## src/rtl/ifetch_queue.sv

```systemverilog
// Instruction fetch stage: owns the fetch PC, issues word reads over a req/ack
// handshake and buffers returned words with their PCs in a first-word-fall-through FIFO.
module ifetch_queue #(
    parameter int          DEPTH    = 4,
    parameter logic [31:0] RESET_PC = 32'h0
) (
    input  logic        CLK,
    input  logic        reset,
    input  logic        redirect,
    input  logic [31:0] redirect_pc,
    output logic        imem_req,
    output logic [31:0] imem_addr,
    input  logic        imem_ack,
    input  logic [31:0] imem_data,
    output logic        inst_valid,
    input  logic        inst_ready,
    output logic [31:0] inst_out,
    output logic [31:0] inst_pc
);

    localparam int PW = (DEPTH > 1) ? $clog2(DEPTH) : 1;
    localparam int CW = PW + 1;

    typedef enum logic {RUN, DISCARD} state_t;

    state_t         state;
    logic [31:0]    fpc;
    logic [31:0]    hold_addr;
    logic [PW-1:0]  wr_ptr;
    logic [PW-1:0]  rd_ptr;
    logic [CW-1:0]  count;
    logic [31:0]    inst_mem [DEPTH];
    logic [31:0]    pc_mem   [DEPTH];

    logic push;
    logic pop;
    logic unused_pc_bits;

    assign unused_pc_bits = &{1'b0, redirect_pc[1:0]};

    // DISCARD keeps the abandoned request alive at its old address until memory acks it
    assign imem_req   = !reset && ((state == DISCARD) || (count < CW'(DEPTH)));
    assign imem_addr  = (state == DISCARD) ? hold_addr : fpc;

    assign inst_valid = (count != '0);
    assign inst_out   = inst_valid ? inst_mem[rd_ptr] : 32'h0;
    assign inst_pc    = inst_valid ? pc_mem[rd_ptr]   : 32'h0;

    assign push = (state == RUN) && imem_req && imem_ack && !redirect;
    assign pop  = inst_valid && inst_ready && !redirect;

    always_ff @(posedge CLK) begin
        if (reset) begin
            state     <= RUN;
            fpc       <= RESET_PC;
            hold_addr <= RESET_PC;
            wr_ptr    <= '0;
            rd_ptr    <= '0;
            count     <= '0;
        end else if (redirect) begin
            wr_ptr <= '0;
            rd_ptr <= '0;
            count  <= '0;
            fpc    <= {redirect_pc[31:2], 2'b00};
            if (state == RUN) begin
                if (imem_req && !imem_ack) begin
                    hold_addr <= fpc;
                    state     <= DISCARD;
                end
            end else if (imem_ack) begin
                state <= RUN;
            end
        end else begin
            if ((state == DISCARD) && imem_ack) begin
                state <= RUN;
            end
            if (push) begin
                wr_ptr <= wr_ptr + PW'(1);
                fpc    <= fpc + 32'd4;
            end
            if (pop) begin
                rd_ptr <= rd_ptr + PW'(1);
            end
            if (push && !pop) begin
                count <= count + CW'(1);
            end else if (pop && !push) begin
                count <= count - CW'(1);
            end
        end
    end

    // Storage carries no reset; validity is tracked entirely by count
    always_ff @(posedge CLK) begin
        if (push) begin
            inst_mem[wr_ptr] <= imem_data;
            pc_mem[wr_ptr]   <= fpc;
        end
    end

endmodule

```

## config.mk

```make
export PLATFORM = sky130hd
export DESIGN_NAME = ifetch_queue
export DESIGN_NICKNAME = d
export VERILOG_FILES = /design/src/rtl/ifetch_queue.sv
export SDC_FILE = /design/constraint.sdc
export NUM_CORES = 1
export LEC_CHECK = 0
export CORE_MARGIN = 4
export CORE_UTILIZATION = 50
export CTS_BUF_LIST = sky130_fd_sc_hd__clkbuf_8 sky130_fd_sc_hd__clkbuf_16
export CTS_CLUSTER_DIAMETER = 150
export DETAILED_ROUTE_END_ITERATION = 10
export PLACE_DENSITY_LB_ADDON = 0.05
export SKIP_CTS_REPAIR_TIMING = 1
export SYNTH_ARGS = -nofsm -noshare
export SYNTH_HDL_FRONTEND = slang
export SYNTH_SLANG_ARGS = --single-unit
```

## constraint.sdc

```tcl
create_clock -name CLK -period 3.3 [get_ports CLK]
set_input_delay 0.825 -clock CLK [delete_from_list [all_inputs] [get_ports CLK]]
set_output_delay 0.825 -clock CLK [all_outputs]
set_load 0.02 [all_outputs]
```

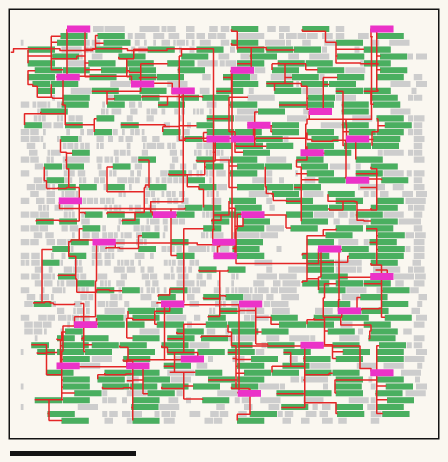
Fig. 1. Clock distribution (run 1).
Scale bar: 50 um.
legend:
  green:
    item: flip-flops
    count: 318
  red:
    item: clock wires
    length: 3530 um
  magenta:
    item: cells driving clock nets
    count: 31
routed clock nets: 32

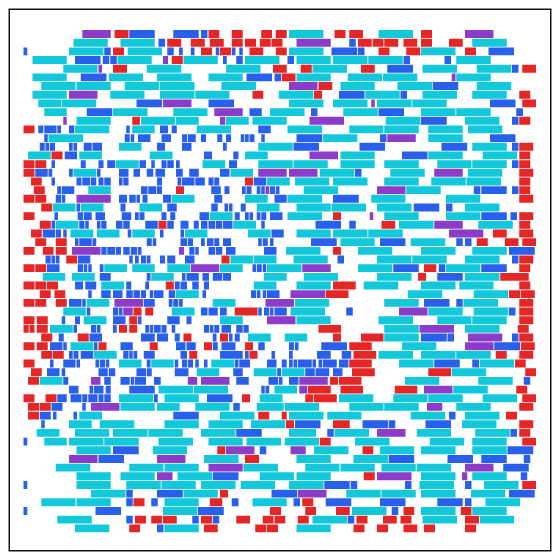
Fig. 2. Cell classes on the final placement (run 1).
legend:
  blue:
    class: all other logic
    cells: 482
    share_of_their_area: 24%
  red:
    class: other buffers and delay cells
    cells: 210
    share_of_their_area: 14%
  purple:
    class: clock drivers and dummy loads
    cells: 57
    share_of_their_area: 7.1%
  cyan:
    class: flip-flops
    cells: 318
    share_of_their_area: 54%

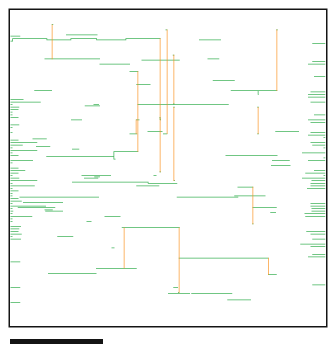
Fig. 3. Signal wires by layer (run 1).
Scale bar: 50 um. Only two layers are drawn.
legend:
  green:
    layer: met3
    wire_length: 1480 um
  orange:
    layer: met4
    wire_length: 393 um
final wirelength: 27800 um
Routed wire per std cell: 19.9 um
Vias: 7608
GRT Overall Usage: 19.2%

==> summary.txt, run 1 <==
Latest figures from synthesis and place and route.

The run finished with clean final reports. The commonest cells after synthesis are sky130_fd_sc_hd__edfxtp_1 (248), sky130_fd_sc_hd__nand2_1 (88), sky130_fd_sc_hd__dfxtp_1 (70). The worst setup path is captured at an output port. The total global routing overflow is 0. The slowest stage of the critical path is the sky130_fd_sc_hd__clkdlybuf4s50_1 cell. The final worst clock skew is 0.0263 ns. The power in the clock group is around 3.9 mW. The sum of met2 wire segment lengths after detailed routing is 13400 um. The worst-case IR drop observed on VDD is between 0.0004 and 0.0005 V.

The placer's final routability congestion estimate is around 0.75. After detailed placement, the total cell area comes to around 15000 sq um. The main area contributors are sky130_fd_sc_hd__edfxtp_1 (57%), sky130_fd_sc_hd__dfxtp_1 (11%), sky130_fd_sc_hd__mux4_2 (11%).

The largest registers in the layout are inst_mem: 128 flops, pc_mem: 120 flops. Per the CTS log, the maximum H-tree level is 1. The routed wirelength on the met1 layer is recorded as 12500 um.

The area of the multi-input gates is 3880 sq um. The maximum number of pins on one net before global-route repair is between 50 and 60. The clock sink total is approximately 320.

Post-synth the commonest register cell is sky130_fd_sc_hd__edfxtp_1. In the log, the iteration count for the first detailed-route pass is 5. The sequential share of power is between 40% and 50%. The tally of nets with antenna violations remaining after routing is 0. The OpenROAD report gives the critical path a data arrival time of 2.41 ns.

Per the synthesis report, the AND-OR/OR-AND share of the synthesized area is 3.52%. The worst path needs approximately 3.2 ns of the cycle, external delays included. The clock insertion delay at the later pin of the skew report is about 0.56 ns.

The number of register bits inferred by synthesis is approximately 320. The met3 global-route usage is 2.80%. For this run, the number of Yosys warnings is 0. The count of multi-input gates is between 400 and 500. During tapcell insertion the tool placed 330 well taps. The area fraction of the largest cell type after synthesis is 57.2%. The count of unique library cells instantiated by Yosys is 41. The number of pins with negative max-slew slack in the final report is 0.

The effective utilization at floorplan is approximately half. The most frequent logic cell in the layout is sky130_fd_sc_hd__edfxtp_1. The uppermost layer routed is met4.
Fig. 4: run 1, floorplan with the power grid
Scale bar: 50 um. Pins as bars on the die edge. Tap cells in grey.
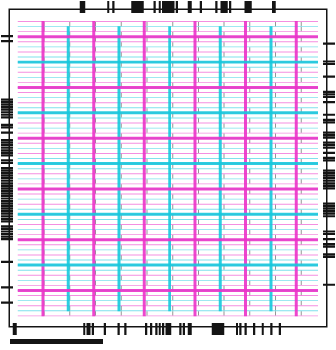

==> inputs of run 2 (changes only) <==
--- a/config.mk
+++ b/config.mk
@@ -5,7 +5,7 @@
 export SDC_FILE = /design/constraint.sdc
 export NUM_CORES = 1
 export LEC_CHECK = 0
-export CORE_MARGIN = 4
+export CORE_MARGIN = 2
 export CORE_UTILIZATION = 50
 export CTS_BUF_LIST = sky130_fd_sc_hd__clkbuf_8 sky130_fd_sc_hd__clkbuf_16
 export CTS_CLUSTER_DIAMETER = 150
==> constraint.sdc (replaced) <==
create_clock -name CLK -period 3.3 [get_ports CLK]
set_input_delay 0.825 -clock CLK [delete_from_list [all_inputs] [get_ports CLK]]
set_output_delay 0.825 -clock CLK [all_outputs]
set_load 0.05 [all_outputs]
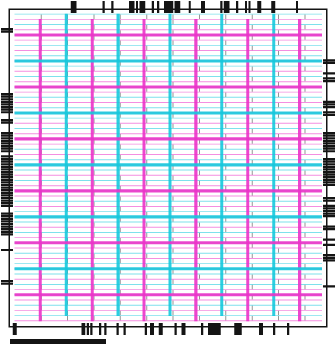
Fig. 5. Floorplan with the power grid (run 2).
Scale bar: 50 um. Pins as bars on the die edge. Tap cells in grey.
legend:
  cyan:
    net: VDD
  magenta:
    net: VSS
met5 straps: 11
met1 rails: 60
rows: 59

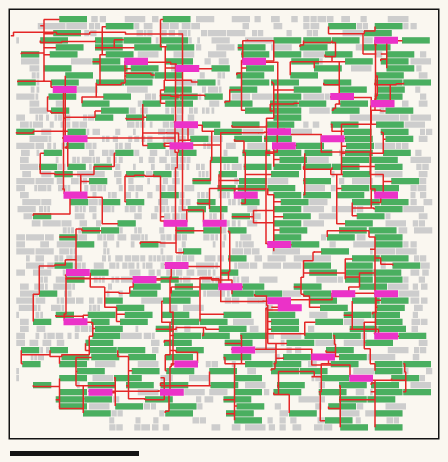
Fig. 6. Clock distribution (run 2).
Scale bar: 50 um.
Setup Skew: 0.0207 ns
clock latency reported for the late side of the worst-skew pair: 0.51 ns

==> summary.txt, run 2 <==
Latest figures from synthesis and place and route.

Nets still carrying antenna violations after routing amount to 0. Listed in order, past its start point the critical path passes buf_4 > mux4_2 > and2_1 > buf_4. After Yosys synthesis, AND-OR and OR-AND compound gates account for under 10% of the synthesized area. The largest registers in the layout are inst_mem: 128 flops, pc_mem: 120 flops. The floorplan step records an initial core utilization of between 50% and 60%. The post-placement cell area is 15400 sq um.

The run finished with clean final reports. The post-route met1 wirelength is between 10000 and 15000 um. Entering global routing, the biggest net connects approximately 62 pins. The sequential share of power is about 48%. The most frequent logic cell in the layout is sky130_fd_sc_hd__edfxtp_1. The most used flip-flop cell after synthesis is sky130_fd_sc_hd__edfxtp_1. The proportion of netlist area held by the largest area contributor is between 50 and 60%. The gate-level netlist out of Yosys references about 40 unique cell types. The wire length per cell after detailed routing is roughly 19 um. The slowest stage cell on the critical path is sky130_fd_sc_hd__dfxtp_4.

The post-route minimum period is ~3.1 ns. The clock network consumes a total of around 4 mW. The arrival time at the worst endpoint is approximately 2.3 ns. The uppermost layer routed is met4. The wire length after detailed routing is about 27000 um. The tree built by TritonCTS fans out to approximately 320 sinks. For this run, the number of Yosys warnings is 0. The global routing report lists met3 layer usage as roughly 3.5%. After synthesis the netlist holds a flip-flop and latch count of between 300 and 400. For this run, combinational gates with multiple inputs come to around 460.

Wire segments on met2 add up to around 13000 um in the final route. The number of pins with negative max-slew slack in the final report is 0. Across all layers, the routed design uses approximately 7600 vias.

For reference, the top cells by count after synthesis are sky130_fd_sc_hd__edfxtp_1 (248), sky130_fd_sc_hd__nand2_1 (88), sky130_fd_sc_hd__dfxtp_1 (70). For reference, the top cells by area after synthesis are sky130_fd_sc_hd__edfxtp_1 (57%), sky130_fd_sc_hd__dfxtp_1 (11%), sky130_fd_sc_hd__mux4_2 (11%). The first TritonRoute pass finished after 5 iterations. Recorded from the global router log, the overflow total was 0.
Power is estimated from default activity; no workload was simulated.
